===== src/rtl/br_multi_xfer_aggregator_rr_pkg.sv =====
// Shared helpers for the multi-transfer aggregator.
// Only small width-independent utilities live here.
package br_multi_xfer_aggregator_rr_pkg;

  function automatic int unsigned umin(input int unsigned a, input int unsigned b);
    return (a < b) ? a : b;
  endfunction

endpackage


===== src/rtl/br_multi_xfer_aggregator_stage.sv =====
// Staging buffer: shifts accepted symbols out at index 0 and appends new symbols
// directly above the surviving ones, so pop_data[0..count-1] is always contiguous.
module br_multi_xfer_aggregator_stage #(
  parameter int NumSymbols  = 2,
  parameter int SymbolWidth = 1,
  localparam int CountWidth = $clog2(NumSymbols + 1)
) (
  input  logic                                   clk,
  input  logic                                   rst,
  input  logic [CountWidth-1:0]                  append_cnt,
  input  logic [NumSymbols-1:0][SymbolWidth-1:0] append_data,
  input  logic [CountWidth-1:0]                  n,
  output logic [CountWidth-1:0]                  count,
  output logic [NumSymbols-1:0][SymbolWidth-1:0] buffer
);

  logic [CountWidth-1:0]                  count_q, count_d;
  logic [CountWidth-1:0]                  base;
  logic [NumSymbols-1:0][SymbolWidth-1:0] buffer_q, buffer_d;

  always_comb begin
    base     = count_q - n;
    count_d  = base + append_cnt;
    buffer_d = buffer_q;
    for (int j = 0; j < NumSymbols; j++) begin
      // Slots vacated by the shift keep stale data; they sit at or above count_d.
      for (int s = 1; s < NumSymbols - j; s++) begin
        if (n == CountWidth'(s)) buffer_d[j] = buffer_q[j + s];
      end
      for (int a = 0; a <= j; a++) begin
        if (base == CountWidth'(j - a) && CountWidth'(a) < append_cnt) begin
          buffer_d[j] = append_data[a];
        end
      end
    end
  end

  always_ff @(posedge clk or posedge rst) begin
    if (rst) begin
      count_q  <= '0;
      buffer_q <= '0;
    end else begin
      count_q  <= count_d;
      buffer_q <= buffer_d;
    end
  end

  assign count  = count_q;
  assign buffer = buffer_q;

endmodule


===== src/rtl/br_multi_xfer_aggregator_rr.sv =====
// Collects symbols from NumFlows ready/valid push flows into a multi-transfer pop
// interface; free slots are handed out by multi-grant round-robin arbitration.
module br_multi_xfer_aggregator_rr
  import br_multi_xfer_aggregator_rr_pkg::*;
#(
  parameter int NumSymbols  = 2,
  parameter int SymbolWidth = 1,
  parameter int NumFlows    = 2,
  localparam int CountWidth = $clog2(NumSymbols + 1)
) (
  input  logic                                   clk,
  input  logic                                   rst,
  input  logic [NumFlows-1:0]                    push_valid,
  output logic [NumFlows-1:0]                    push_ready,
  input  logic [NumFlows-1:0][SymbolWidth-1:0]   push_data,
  output logic [CountWidth-1:0]                  pop_sendable,
  input  logic [CountWidth-1:0]                  pop_receivable,
  output logic [NumSymbols-1:0][SymbolWidth-1:0] pop_data
);

  localparam int PtrWidth = (NumFlows > 1) ? $clog2(NumFlows) : 1;

  if (NumSymbols < 2) begin : g_bad_num_symbols
    $error("NumSymbols must be >= 2");
  end
  if (SymbolWidth < 1) begin : g_bad_symbol_width
    $error("SymbolWidth must be >= 1");
  end
  if (NumFlows < NumSymbols) begin : g_bad_num_flows
    $error("NumFlows must be >= NumSymbols");
  end

  logic [PtrWidth-1:0]                    ptr_q, ptr_d;
  logic [CountWidth-1:0]                  count, n, free, grant_cnt;
  logic [2*NumFlows-1:0]                  valid_dbl, grant_dbl;
  logic [NumFlows-1:0]                    valid_rot, grant_rot, grant;
  logic [2*NumFlows*SymbolWidth-1:0]      data_dbl;
  logic [NumFlows-1:0][SymbolWidth-1:0]   data_rot;
  logic [NumSymbols-1:0][SymbolWidth-1:0] append_data;
  int                                     last_rot;
  int                                     ptr_sum;

  // Rotate so ptr lands at index 0, grant in order, then rotate grants back.
  always_comb begin
    n         = CountWidth'(umin(32'(count), 32'(pop_receivable)));
    free      = CountWidth'(NumSymbols) - count + n;
    valid_dbl = {push_valid, push_valid} >> ptr_q;
    valid_rot = valid_dbl[NumFlows-1:0];
    data_dbl  = {push_data, push_data} >> (int'(ptr_q) * SymbolWidth);
    data_rot  = data_dbl[NumFlows*SymbolWidth-1:0];

    grant_rot   = '0;
    grant_cnt   = '0;
    append_data = '0;
    last_rot    = 0;
    for (int k = 0; k < NumFlows; k++) begin
      if (valid_rot[k] && grant_cnt < free && !rst) begin
        grant_rot[k] = 1'b1;
        for (int j = 0; j < NumSymbols; j++) begin
          if (grant_cnt == CountWidth'(j)) append_data[j] = data_rot[k];
        end
        grant_cnt = grant_cnt + CountWidth'(1);
        last_rot  = k;
      end
    end

    grant_dbl = {grant_rot, grant_rot} << ptr_q;
    grant     = grant_dbl[2*NumFlows-1:NumFlows];

    ptr_sum = int'(ptr_q) + last_rot + 1;
    if (ptr_sum >= NumFlows) ptr_sum = ptr_sum - NumFlows;
    ptr_d = (grant_cnt != '0) ? PtrWidth'(ptr_sum) : ptr_q;
  end

  always_ff @(posedge clk or posedge rst) begin
    if (rst) ptr_q <= '0;
    else     ptr_q <= ptr_d;
  end

  br_multi_xfer_aggregator_stage #(
    .NumSymbols (NumSymbols),
    .SymbolWidth(SymbolWidth)
  ) u_stage (
    .clk        (clk),
    .rst        (rst),
    .append_cnt (grant_cnt),
    .append_data(append_data),
    .n          (n),
    .count      (count),
    .buffer     (pop_data)
  );

  assign push_ready   = grant;
  assign pop_sendable = count;

`ifndef SYNTHESIS
  a_count_bound: assert property (@(posedge clk) disable iff (rst)
    count <= CountWidth'(NumSymbols));
  a_ready_le_free: assert property (@(posedge clk) disable iff (rst)
    $countones(push_ready) <= int'(free));

  for (genvar i = 0; i < NumFlows; i++) begin : g_push_proto
    m_push_hold: assume property (@(posedge clk) disable iff (rst)
      push_valid[i] && !push_ready[i] |=> push_valid[i] && $stable(push_data[i]));
  end

  c_full_backpressure: cover property (@(posedge clk) disable iff (rst)
    count == CountWidth'(NumSymbols) && pop_receivable == '0 && push_valid != '0);
  c_wrap_grant: cover property (@(posedge clk) disable iff (rst)
    grant_cnt != '0 && int'(ptr_q) + last_rot >= NumFlows);
  c_partial_xfer: cover property (@(posedge clk) disable iff (rst)
    n != '0 && n < count);
`endif

endmodule


===== config.mk =====
export PLATFORM = sky130hd
export DESIGN_NAME = br_multi_xfer_aggregator_rr
export DESIGN_NICKNAME = d
export VERILOG_FILES = /design/src/rtl/br_multi_xfer_aggregator_rr_pkg.sv /design/src/rtl/br_multi_xfer_aggregator_stage.sv /design/src/rtl/br_multi_xfer_aggregator_rr.sv
export SDC_FILE = /design/constraint.sdc
export NUM_CORES = 1
export LEC_CHECK = 0
export CAP_MARGIN = 20
export CELL_PAD_IN_SITES_DETAIL_PLACEMENT = 0
export CELL_PAD_IN_SITES_GLOBAL_PLACEMENT = 1
export CORE_UTILIZATION = 32
export CTS_CLUSTER_DIAMETER = 40
export DETAILED_ROUTE_END_ITERATION = 12
export PLACE_DENSITY_LB_ADDON = 0.2
export SLEW_MARGIN = 30
export SYNTH_ARGS = -nofsm -noshare
export SYNTH_HDL_FRONTEND = slang
export SYNTH_HIERARCHICAL = 1
export SYNTH_SLANG_ARGS = --single-unit

===== constraint.sdc =====
create_clock -name clk -period 2.5 [get_ports clk]
set_input_delay 0.5 -clock clk [delete_from_list [all_inputs] [get_ports clk]]
set_output_delay 0.5 -clock clk [all_outputs]
set_load 0.03 [all_outputs]

Fig. 1: signal wires on met2
The bar under the picture is 10 um long.
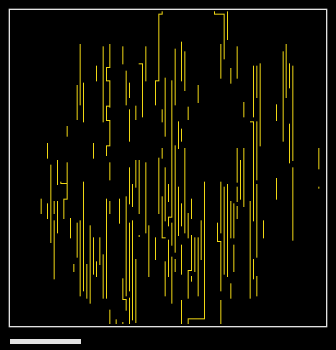
The layer holds 53% of the routed length. 107 nets have wire on it.
total via count after detailed routing: 593
GR met2 Demand/Resource: 32.06%

Fig. 2: routing congestion map
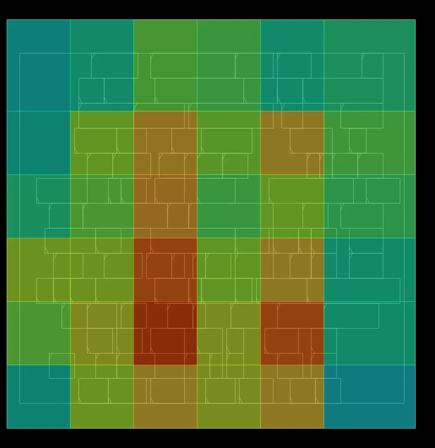
global routing usage on met1: 20.75%
DR WL/cell: 11.59 um
most utilized layer in the global route result: met2

==> summary.txt <==
Flow results are below.

- After detailed routing, the number of vias per cell comes to 4.669.
- The horizontal extent of the die is between 40 and 50 um, for reference.
- The critical path class is reg2reg, for reference.
- The stage-log warning count is 32, for reference.
- The number of pins exceeding their max-slew limit in the final report is 0, for reference.
- According to the I/O placement log, the pin count is 14.
- The register-to-register setup slack is -0.15 ns, for reference.
- By count the netlist is led by sky130_fd_sc_hd__ha_1, sky130_fd_sc_hd__inv_1, sky130_fd_sc_hd__dfrtp_1.
- Clock skew on the completed layout was measured at ~0.0011 ns.
- The number of enable-type register cells in the synthesized netlist is 0, for reference.
- CTS saw 5 sinks.
- The sort of element at the start of the critical path is a flip-flop, for reference.
- In the final layout, flip-flops and latches take up a little under an eighth of the cell area.
- The signed area change from the synthesized netlist to the final layout is 84.60%, for reference.
- The peak supply drop is ~0.74 mV, for reference.
- The post-layout period usage of the worst path is 106.0%, for reference.
- The tightest slew margin relative to the limit is 77.98%, for reference.
- The clock latency on the worst-skew pair is roughly 0.24 ns, for reference.
- The capture point of the worst register-to-register path is recorded as u_stage/buffer[1].
- Once synthesis finished, the tally of register bits stood at 5.
- The required time at the worst endpoint is listed as ~2.6 ns.
- The fraction of final cell area spent on clock buffers and inverters in this run is ~2.5%.
- The layout has 138 filler cells.
- Port buffering added 13 buffers.
- The quantity of hold-fixing buffers added after cts is 0, for reference.
- The arrival time reported for the critical path endpoint is roughly 2.8 ns, for reference.
- The cell type taking the most area is logic gates, for reference.
- The remaining design rule violation count is 0, for reference.
- According to the tapcell log, the count of inserted taps is 24.
- The final reports fail on setup timing.
- Per the OpenROAD power report, switching power amounts to approximately 0.00061 W.
- The number of hold-slack violations in the final timing report is 0, for reference.
- The worst register-to-register path has a depth of 11.
- The cell leakage power is 0.4987 nW, for reference.
- The hold-critical path depth is 1, for reference.
- The synthesized-area fraction occupied by ao, oa, aoi and oai cells is between 10% and 20%, for reference.
- The total area of sequential cells is 126.4 um^2, for reference.
- The number of sequential cells in the layout is 5, for reference.
- The detail route stage leaves a number of antenna-violating nets equal to 0.
- Of the post-synthesis cell area, the dominant cell type holds between 20% and 30%.
- The violation tally recorded at the end of detailed-routing iteration 0 is 3.
- slightly below 50 cells are multi-input combinational gates.
- The half-perimeter wire length after detailed placement is between 1 and 1.5 mm, for reference.
- The number of nets in the synthesized netlist is about 76, for reference.
- The cell type with the highest aggregate area in the netlist is sky130_fd_sc_hd__dfrtp_1, for reference.
- The highest-count logic cell in the final layout is sky130_fd_sc_hd__buf_4, for reference.
- The flow reports power dissipated in sequential cells as between 0.00015 and 0.0002 W.
- The signal on the critical path passes through ha_4 -> nor2_1 -> o22ai_1 -> ha_2 -> xnor2_4 -> o21ai_2 -> mux2_4 -> ha_4 -> nor2b_4 -> o21ai_2 -> mux2_4.
- Per report_power, the clock group accounts for 6.0% of the total.
- The weighted congestion at the end of routability-driven global placement is approximately 0.77, for reference.
- The total die size is 1976 um^2, for reference.
- The overall routed net length is between 1 and 1.5 mm, for reference.
- The number of inserted diodes is 0, for reference.
- Per report_power, the combinational group accounts for roughly 83% of the total.
- The capture point of the critical path was reported as u_stage/buffer[1].
- The total number of placement rows is 14, for reference.
- The async set or reset register ratio after synthesis is 100.0%, for reference.
- The depth of the CTS H-tree is 1, for reference.
- Measured on the final layout, buffering overhead outside the clock network stands at 31.02%.
- The critical path starts at u_stage/count[1].
- Per the synthesis report, the XOR/XNOR share of the synthesized area is roughly an eighth.
- For this run, the number of Yosys warnings is 6.
- The mean cell area of the mapped netlist is about 9.5 um^2, for reference.
- The final instance area is 1065 um^2, for reference.
- The count of plain and timing-repair buffers is 39, for reference.
- Entering global routing, the biggest net connects 9 pins.
- The number of signal-net inverters in the final layout is 6, for reference.
- The commonest register cell is sky130_fd_sc_hd__dfrtp_1.
- The tree is rooted in a sky130_fd_sc_hd__clkbuf_4.
- STA shows the worst min-delay path finishing at u_stage/buffer[1].
- The total number of nets in the final design is 119, for reference.
- The die height is about 44 um, for reference.
- The worst register-to-register path begins at u_stage/count[1].
- The number of global-route vias before repair is about 620.
- The kind of cell with the highest combined delay along the critical path is adder cells.
- The post-synthesis instance total is 61, for reference.
- Setup repair after global routing could not meet its margin everywhere.
- In this run the number of cells on the critical path is 11.
- The initial antenna violation count is 0.
- The max-capacitance violation count is 0, for reference.
- The combinational family with the most area after synthesis is AND-OR/OR-AND gates, for reference.
- The leading power group is combinational logic, for reference.
- The clock tree from TritonCTS is yes, for reference.
- For the final routed database, the setup TNS stands at -0.3647 ns.
- In this run the standard cell core region covers between 1500 and 2000 um^2.
- The number of buffers on the longest clock path is 2, for reference.
- The minimum clock period after layout is approximately 2.6 ns, for reference.
- The most frequently used library cell after synthesis is sky130_fd_sc_hd__ha_1.
- Global routing finished with a remaining overflow of 0.
- The initial cell density of the core is ~36%, for reference.
- The area after detailed placement is between 900 and 1000 um^2, for reference.
- By area the synthesized netlist is led by sky130_fd_sc_hd__dfrtp_1, sky130_fd_sc_hd__ha_1, sky130_fd_sc_hd__xnor3_2.
- Per the post-run analysis, buffers plus inverters along the critical path come to 0.
- Switching power as a fraction of the total was reported as around 40%.
- After layout, the worst setup slack is -0.1488 ns.
- The number of setup buffers added after CTS is 6, for reference.
- The area share of and/or/nand/nor cells after synthesis is between 10% and 20%, for reference.
- The cell-mix breakdown from Yosys lists the adder-cell area share as roughly 15%.
- TritonCTS created 3 clock buffers.
- Per report_power, the sequential group accounts for 10.7% of the total.
- Per the layout area report, the combinational fraction of cell area is about half.
- The largest individual stage delay along the critical path comes from the cell sky130_fd_sc_hd__dfrtp_2.
- Derived from the worst setup path, the maximum achievable clock frequency is roughly 380 MHz.
- The worst hold slack is approximately 0.54 ns, for reference.
- Per the final layout report, the fraction of cells sized above drive strength 1 comes to roughly 53%.
- The register share after synthesis is between 20% and 30%, for reference.
- The power in the clock group is approximately 0.000091 W, for reference.
- Overall routing resource usage recorded by global route was between 15 and 20%.
- The startpoint of the most critical hold path is u_stage/buffer[1], for reference.
- The first-pass iteration count of the detailed router is 2, for reference.
- The power density normalized to cell area is 1425 nW/um^2, for reference.
- The classification of the worst-slack hold path is reg2reg, for reference.
- The largest stage delay on the critical path is around 0.42 ns, for reference.
- Summing internal, switching and leakage power gives roughly 0.0015 W.
- The stat command in Yosys gives a chip area of 576.8 um^2.
- In this run the worst path has a maximum fanout of 3.
- The run finished, with violations left.
- STA classifies the critical path endpoint as a flip-flop.
- The first global-routing pass estimated approximately 2.6 mm of wire.
- The post-CTS resize count is 17, for reference.
- The mapped netlist covers just under 600 um^2.
- Leaving out fill and tap cells, the most frequent cells in the layout are sky130_fd_sc_hd__buf_4, sky130_fd_sc_hd__clkdlybuf4s50_1, sky130_fd_sc_hd__inv_1.
- Per the layout area report, the combinational gate area comes to approximately 530 um^2.
- The clock-pin slew on the worst setup and hold paths is 0.04 ns, for reference.
- The worst-margin pin slew is 0.3303 ns, for reference.
- Per the finish-stage timing summary, setup violations number 4.
- In the synthesized netlist, mux cells make up 13.88% of the area.
- The final layout report lists a clock buffer count of 4.
- The number of standard cells reported by yosys is 61, for reference.
- The netlist uses 29 different library cells.
- The power attributed to combinational cells is between 0.001 and 0.0015 W, for reference.
- The internal power consumption is around 0.00090 W, for reference.
Fig. 3: port wiring
The bar under the picture is 10 um long.
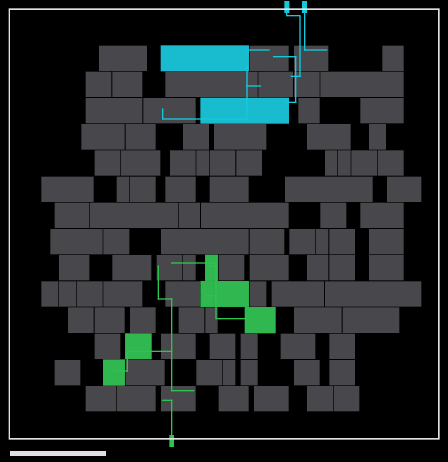
Green stands for rst, direction input, end cells 6, buffers 2, wire 44.8 um. Cyan stands for pop_data, direction output, end cells 2, buffers 2, wire 42.0 um.

[per-layer routing]
| metal | global-route usage [%] | wire (um) | vias up |
|---|---|---|---|
| met4 | 7.273 | 18 | 0 |
| met2 | 32.06 | 776 | 6 |
| met3 | 1.224 | 13 | 2 |
| li1 | - | - | 297 |
| met5 | 0 | 0 | - |
| met1 | 20.75 | 663 | 288 |
[metrics by stage]
step / setup slack, ns / utilization [%] / instances
final: -0.1488 / 66.80 / 127
after global routing: -0.2281 / 66.80 / 127
after CTS: -0.1669 / 66.33 / 127
after detailed placement: -0.8428 / 58.71 / 118
after global placement: -0.8136 / 58.71 / 118
after floorplan: -0.1925 / - / 61
[state kept, by name, indices dropped and copies added, names as in the netlist]
| signal | flops |
|---|---|
| ptr_q | 1 |
| u_stage/buffer | 2 |
| u_stage/count | 2 |
Power figures rest on the tool's default switching activity, not on a simulated workload.
